**Run 1: placed cells, one color a class**

Bar = 20 um. Fill, decap, tap and diode cells in gray.
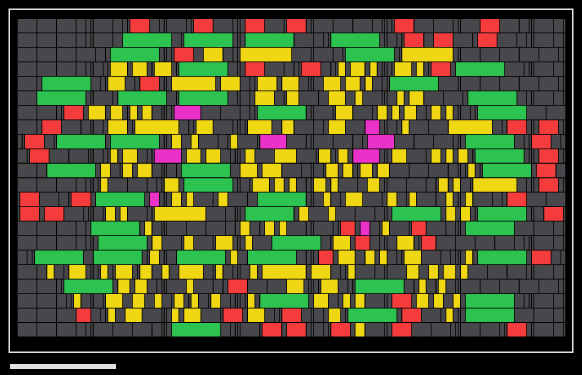
**Run 1: logic cells by family**

Bar = 20 um.
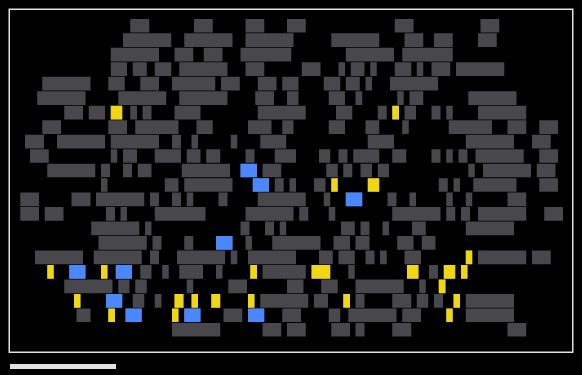
**Run 1: metal layers overlaid**

Bar = 20 um.
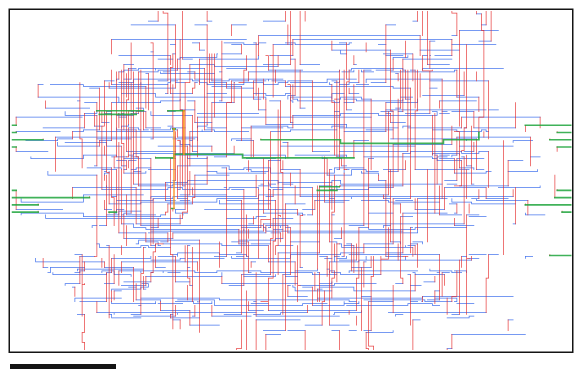
`config.mk`:
```
export PLATFORM = sky130hd
export DESIGN_NAME = histogram_compressor
export DESIGN_NICKNAME = d
export VERILOG_FILES = /design/src/rtl/histogram_compressor.sv
export SDC_FILE = /design/constraint.sdc
export NUM_CORES = 1
export LEC_CHECK = 0
export CELL_PAD_IN_SITES_DETAIL_PLACEMENT = 1
export CELL_PAD_IN_SITES_GLOBAL_PLACEMENT = 2
export CORE_ASPECT_RATIO = 0.6
export CORE_MARGIN = 1
export CORE_UTILIZATION = 35
export CTS_CLUSTER_DIAMETER = 30
export DETAILED_ROUTE_END_ITERATION = 16
export PLACE_DENSITY_LB_ADDON = 0.3
export REMOVE_ABC_BUFFERS = 1
export SETUP_SLACK_MARGIN = 0.1
export SLEW_MARGIN = 20
export SYNTH_ARGS = -nofsm -noshare
export SYNTH_HDL_FRONTEND = slang
export SYNTH_SLANG_ARGS = --single-unit
```
`constraint.sdc`:
```
create_clock -name clk -period 4.3 [get_ports clk]
set_input_delay 0.86 -clock clk [delete_from_list [all_inputs] [get_ports clk]]
set_output_delay 0.86 -clock clk [all_outputs]
set_load 0.03 [all_outputs]
```
`src/rtl/histogram_compressor.sv`:
```
// Bins a paired bitstream (a,b) into four counters over one fixed-length frame, then holds the
// resulting histogram until downstream takes it. abort wins over every other input.
module histogram_compressor #(
  parameter int unsigned StreamLength = 128,
  parameter int unsigned CounterWidth = $clog2(StreamLength + 1)
) (
  input  logic                    clk,
  input  logic                    rst_n,
  input  logic                    start_compress_i,
  input  logic                    abort_i,
  input  logic                    stream_a_i,
  input  logic                    stream_b_i,
  input  logic                    valid_in_i,
  output logic                    ready_in_o,
  output logic [CounterWidth-1:0] count_00_o,
  output logic [CounterWidth-1:0] count_01_o,
  output logic [CounterWidth-1:0] count_10_o,
  output logic [CounterWidth-1:0] count_11_o,
  output logic                    hist_valid_o,
  input  logic                    hist_ready_i,
  output logic                    busy_o
);

  typedef enum logic [1:0] {StIdle, StCollect, StHold} state_e;

  localparam logic [CounterWidth-1:0] LastSample = CounterWidth'(StreamLength - 1);
  localparam logic [CounterWidth-1:0] One        = CounterWidth'(1);

  state_e                  state_q, state_d;
  logic [CounterWidth-1:0] bin_q [4];
  logic [CounterWidth-1:0] bin_d [4];
  logic [CounterWidth-1:0] sample_q, sample_d;
  logic                    ready_q, hist_valid_q, busy_q;
  logic                    clear;
  logic [1:0]              bin_idx;

  assign bin_idx = {stream_a_i, stream_b_i};

  always_comb begin
    state_d  = state_q;
    bin_d    = bin_q;
    sample_d = sample_q;
    clear    = 1'b0;
    if (abort_i) begin
      state_d = StIdle;
      clear   = 1'b1;
    end else begin
      unique case (state_q)
        StIdle: begin
          if (start_compress_i) begin
            state_d = StCollect;
            clear   = 1'b1;
          end
        end
        StCollect: begin
          if (valid_in_i) begin
            bin_d[bin_idx] = bin_q[bin_idx] + One;
            sample_d       = sample_q + One;
            if (sample_q == LastSample) begin
              state_d = StHold;
            end
          end
        end
        StHold: begin
          // A release paired with a start chains straight into the next frame.
          if (hist_ready_i) begin
            if (start_compress_i) begin
              state_d = StCollect;
              clear   = 1'b1;
            end else begin
              state_d = StIdle;
            end
          end
        end
        default: state_d = StIdle;
      endcase
    end
    if (clear) begin
      for (int i = 0; i < 4; i++) begin
        bin_d[i] = '0;
      end
      sample_d = '0;
    end
  end

  // Status outputs are registered from the next state so they line up with state_q.
  always_ff @(posedge clk or negedge rst_n) begin
    if (!rst_n) begin
      state_q      <= StIdle;
      sample_q     <= '0;
      ready_q      <= 1'b0;
      hist_valid_q <= 1'b0;
      busy_q       <= 1'b0;
      for (int i = 0; i < 4; i++) begin
        bin_q[i] <= '0;
      end
    end else begin
      state_q      <= state_d;
      sample_q     <= sample_d;
      ready_q      <= (state_d == StCollect);
      hist_valid_q <= (state_d == StHold);
      busy_q       <= (state_d != StIdle);
      for (int i = 0; i < 4; i++) begin
        bin_q[i] <= bin_d[i];
      end
    end
  end

  assign ready_in_o   = ready_q;
  assign hist_valid_o = hist_valid_q;
  assign busy_o       = busy_q;
  assign count_00_o   = bin_q[0];
  assign count_01_o   = bin_q[1];
  assign count_10_o   = bin_q[2];
  assign count_11_o   = bin_q[3];

endmodule
```
==> results.json, run 1 <==
{
  "async_reset_ff_share_pct": 100.0,
  "max_cap_violations": 0,
  "n_all_buffers": 47,
  "path_depth": 6,
  "cts_buffers": 5,
  "cpMaxStageDelayCell": "clkdlybuf4s50_1",
  "busiest_layer": "met1",
  "worstHoldPathType": "flop to flop",
  "nWellTaps": 84,
  "buffer_area_share_pct": 15.94,
  "largest_area_cell": "dfrtp_1",
  "edf_count": 0,
  "cts_tree": "yes",
  "mappedNetlistArea_sq_um": 2253,
  "outcome": "finished, final reports clean",
  "reg2reg_to": "count_00_o[4]",
  "top_layer": "met4",
  "fp-utilization_pct": 36.55,
  "p_int_mw": 0.5622,
  "ys_seq_share_pct": 49.97,
  "syn_to_final_growth_pct": 26.82,
  "drt-met1-wl_um": 3558
}
Back to the opening pictures, 'placed cells, one color a class':
class	color	cells
flops	green	45
other buffers and delay cells	red	47
clock drivers and dummy loads	magenta	8
combinational and other logic	yellow	158

Back to the opening pictures, 'logic cells by family':
family	color	cells
NOR gates	yellow	23
XOR/XNOR gates	blue	10

Back to the opening pictures, 'metal layers overlaid':
layer	color	wire length
metal 4	orange	23.1 um
metal 2	red	2630 um
metal 3	green	180 um
metal 1	blue	3560 um

-- run 1: placed cells by master (no fill, tap or decap), types with 2 or more instances in the layout --
cell type        netlist  routed
or4_1                  3       3
clkbuf_8               0       5
nand4_1                4       4
nor2b_1                3       3
clkdlybuf4s50_1        0      41
a32o_1                 4       4
nand2b_1               2       2
a211o_1                2       2
nor3_1                 2       2
xor2_1                 5       5
o21ai_0               17      17
clkinv_2               0       2
a21oi_1                6       6
dfrtp_1               45      45
nand4b_1               4       4
mux4_1                 3       3
and2_1                 7       7
a22o_1                 4       4
nand2_1               35      35
mux4_2                 5       5
ha_1                   2       2
xnor2_1                5       5
nand3_1                7       7
nor2_1                16      16
buf_4                  0       6
o211ai_1               6       6
a221oi_1               4       4
**Run 1: cell outlines without signal wires**

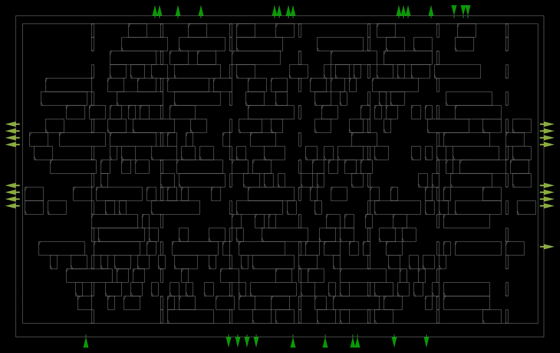

==> inputs of run 2 (changes only) <==
--- a/config.mk
+++ b/config.mk
@@ -9,7 +9,7 @@
 export CELL_PAD_IN_SITES_GLOBAL_PLACEMENT = 2
 export CORE_ASPECT_RATIO = 0.6
 export CORE_MARGIN = 1
-export CORE_UTILIZATION = 35
+export CORE_UTILIZATION = 33
 export CTS_CLUSTER_DIAMETER = 30
 export DETAILED_ROUTE_END_ITERATION = 16
 export PLACE_DENSITY_LB_ADDON = 0.3
==> constraint.sdc (replaced) <==
create_clock -name clk -period 3.3 [get_ports clk]
set_input_delay 0.66 -clock clk [delete_from_list [all_inputs] [get_ports clk]]
set_output_delay 0.66 -clock clk [all_outputs]
set_load 0.03 [all_outputs]
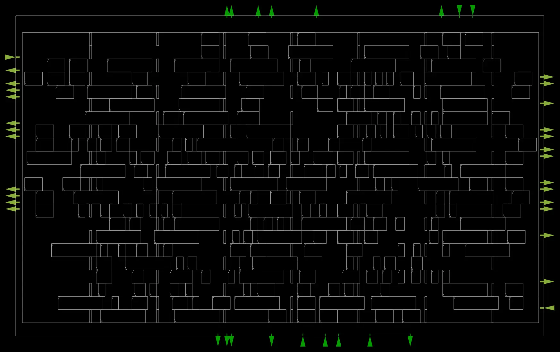
**Above:** run 2 (cell outlines without signal wires).
Post-Route Utilization: 45.95%
core area: 6359 sq um
flop count: 45
Fill cells: 714
floorplan row count: 22

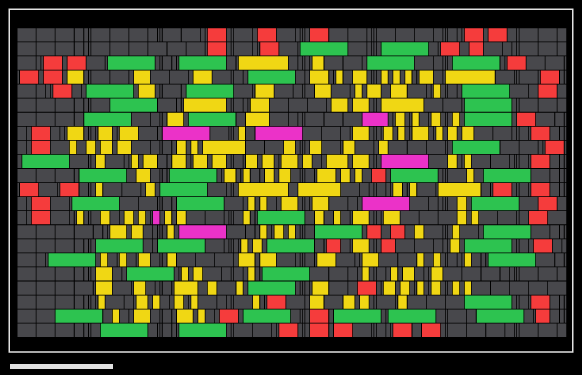
**Above:** run 2 (placed cells, one color a class).
Bar = 20 um. Fill, decap, tap and diode cells in gray.
class	color	cells
combinational and other logic	yellow	158
flops	green	45
other buffers and delay cells	red	48
clock drivers and dummy loads	magenta	7
fraction of area in registers: 38.54%
Post-Layout Inst Area: 2922 sq um

==> results.json, run 2 <==
{
  "outcome": "finished, final reports clean",
  "max_cap_violations": 0,
  "finalCritPeriodShare_pct": 83.88,
  "setup_ws_ns": 0.5319,
  "edf_count": 0,
  "gr-total-overflow": 0,
  "layout_top_cell": "dfrtp_1",
  "dominantRegCellSynth": "dfrtp_1",
  "mappedNetlistArea_sq_um": 2253,
  "reg2reg_to": "count_10_o[4]",
  "largest_area_cell": "dfrtp_1",
  "swShare_pct": 23.28,
  "setup-violations-final": 0,
  "yosys-stat-area_sq_um": 2253,
  "multi_input_comb_cells": 157,
  "syn_to_final_growth_pct": 29.65,
  "fp-utilization_pct": 35.44,
  "grt_setup_unrepaired": "false",
  "largest_class": "flip-flops and latches",
  "drt-met1-wl_um": 3942,
  "reg2reg_from": "count_10_o[0]",
  "ys_seq_share_pct": 49.97,
  "cts_tree": "yes",
  "place.gp.congestion": 0.8090,
  "seqCellArea_sq_um": 1126,
  "buffer_area_share_pct": 15.85,
  "p_seq_mw": 0.560,
  "synth_area_per_cell_sq_um": 10.73,
  "grt_usage_pct": 21.74,
  "synth_flops": 45,
  "synth_cell_types": 38,
  "worstHoldPathType": "input pin to asynchronous set/reset pin",
  "synth-adder-area-share_pct": 1.110,
  "ant_nets": 0,
  "busiest_layer": "met1",
  "seqPwrFrac_pct": 48.5,
  "layout_top_cells": "dfrtp_1, clkdlybuf4s50_1, nand2_1",
  "post-cts-setup-buffer-count": 0,
  "inverters": 1,
  "slew_headroom_pct": 59.18,
  "nWellTaps": 84,
  "top_layer": "met4",
  "async_reset_ff_share_pct": 100.0,
  "layout-drive-gt1-share_pct": 8.140,
  "n_all_buffers": 48,
  "cts_buffers": 5,
  "fin_skew_ns": 0.002421,
  "p_int_mw": 0.8853
}
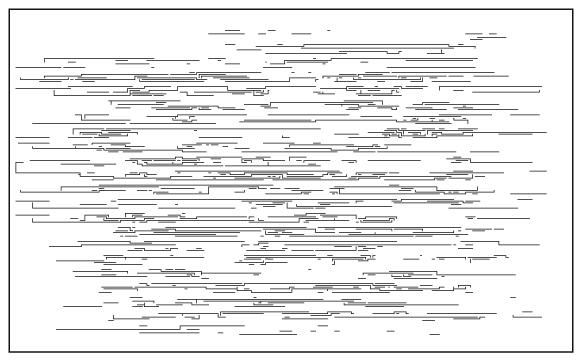
**Above:** run 2 (met1 routing).
main direction	horizontal
wire length on this layer	3940 um
share of all routed wire	57%
longest straight run	53.8 um
via count: 1911
met1 Use GR: 35.92%

run 2: cell counts after synthesis:
No cell type changed its count.
run 2: worst max-delay path, cell delays in order:
cell and delay (ns):
clkdlybuf4s50_1 0.86, mux4_2 0.49, ha_1 0.33, nand3_1 0.13
xor2_1 0.29, o21ai_0 0.15
run 2: how the worst max path moves through the flow:
stage / startpoint / to / slack [ns] / depth (start not counted)
6_report: stream_a_i / count_10_o[4] / 0.53 / 6
5_1_grt: stream_a_i / count_11_o[4] / 0.43 / 6
4_1_cts: stream_b_i / count_00_o[4] / 0.57 / 7
3_5_place_dp: stream_b_i / count_00_o[4] / 0.27 / 7
3_3_place_gp: stream_b_i / count_11_o[4] / 0.40 / 7
2_1_floorplan: valid_in_i / count_01_o[5] / 1.10 / 4
**Run 2: logic cells by family**

Bar = 20 um.
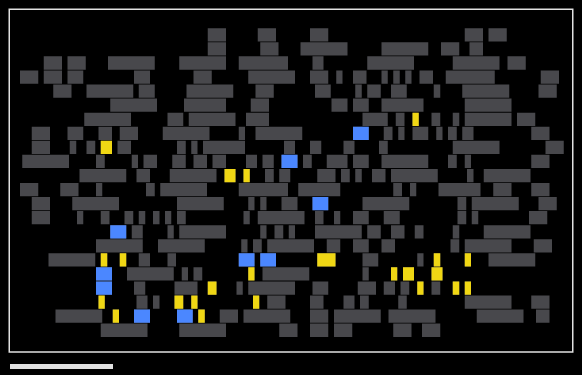

==> inputs of run 3 (changes only) <==
==> constraint.sdc (replaced) <==
create_clock -name clk -period 2.8 [get_ports clk]
set_input_delay 0.56 -clock clk [delete_from_list [all_inputs] [get_ports clk]]
set_output_delay 0.56 -clock clk [all_outputs]
set_load 0.03 [all_outputs]
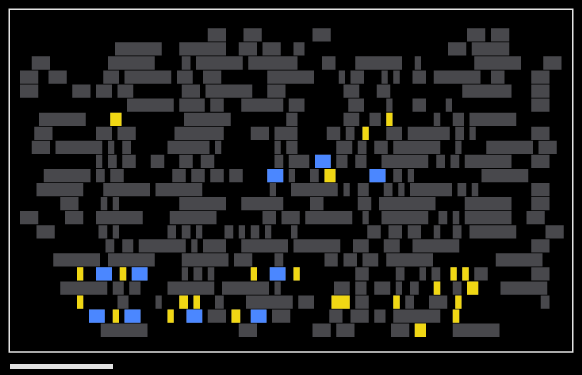
**Above:** run 3 (logic cells by family).
Bar = 20 um.
family	color	cells
NOR gates	yellow	23
XOR/XNOR gates	blue	10

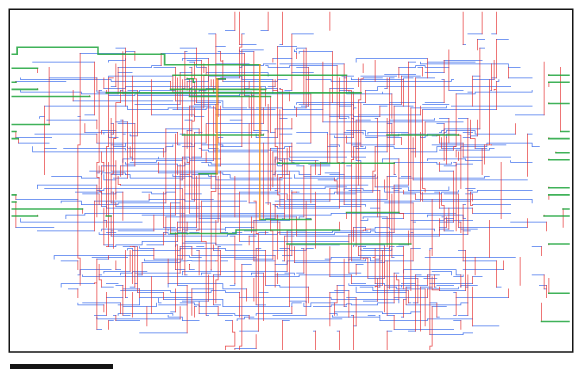
**Above:** run 3 (metal layers overlaid).
Bar = 20 um.
layer	color	wire length
metal 1	blue	3930 um
metal 2	red	2800 um
metal 3	green	411 um
metal 4	orange	48.3 um
Tot GR Track Use: 22.12%
WL per Instance: 20.21 um
DRT Wirelength: 7196 um

==> results.json, run 3 <==
{
  "outcome": "finished, final reports clean",
  "largest_area_cell": "dfrtp_1",
  "path_depth": 7,
  "fin_skew_ns": 0.007576,
  "met1_usage_pct": 34.82,
  "startpoint": "stream_b_i",
  "dominantRegCellSynth": "dfrtp_1",
  "ys_seq_share_pct": 49.97,
  "cp_top_family": "buffers and inverters",
  "worstHoldPathType": "input pin to asynchronous set/reset pin",
  "finish.utilization_pct": 48.17,
  "vias": 1947,
  "synth_area_per_cell_sq_um": 10.73,
  "swShare_pct": 22.65,
  "place.gp.congestion": 0.8135,
  "yosys-stat-area_sq_um": 2253,
  "synth_flops": 45,
  "cts_buffers": 5,
  "syn_to_final_growth_pct": 35.92,
  "n_fill_cell": 710,
  "layout_top_cells": "dfrtp_1, clkdlybuf4s50_1, nand2_1",
  "layout-drive-gt1-share_pct": 13.24,
  "p_int_mw": 1.144,
  "crit_end": "count_10_o[4]",
  "drt-met1-wl_um": 3934,
  "path_buffers": 2,
  "finalCritPeriodShare_pct": 88.67,
  "synth-adder-area-share_pct": 1.110,
  "top_layer": "met4",
  "setup-violations-final": 0,
  "setup_ws_ns": 0.3172,
  "fp-utilization_pct": 35.44,
  "reg2reg_from": "count_10_o[0]",
  "ant_nets": 0
}
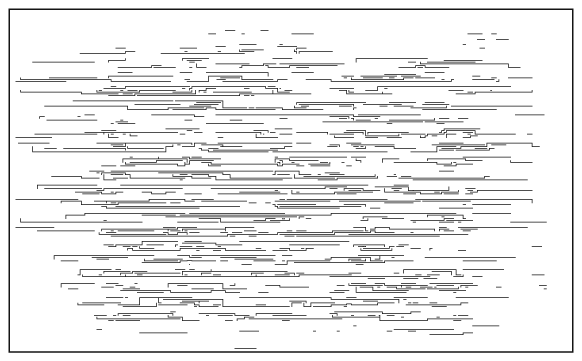
**Above:** run 3 (met1 routing).
wire length on this layer	3930 um
main direction	horizontal

[run 3: cell counts after synthesis]
No cell type changed its count.
[run 3: power groups by stage]
| stage | logic [mW] | registers, mW | clock network, mW |
|---|---|---|---|
| after global placement | 0.115 | 0.672 | 0 |
| final | 0.117 | 0.660 | 0.703 |
| after detailed placement | 0.116 | 0.672 | 0 |
| after global routing | 0.126 | 0.660 | 0.740 |
| after CTS | 0.116 | 0.660 | 0.705 |
| after floorplan | 0.0359 | 0.678 | 0 |
[run 3: final cells by class]
type                    instances  area [sq um]  area share, %
well taps                      84         105.1          3.431
flip-flops and latches         45          1126          36.76
multi-input cells             157          1081          35.29
clock buffers                   6         138.9          4.534
repair buffers                 61         570.5          18.63
clock inverters                 2         37.54          1.225
inverters                       1         3.754         0.1225
Power is estimated from default activity; no workload was simulated.
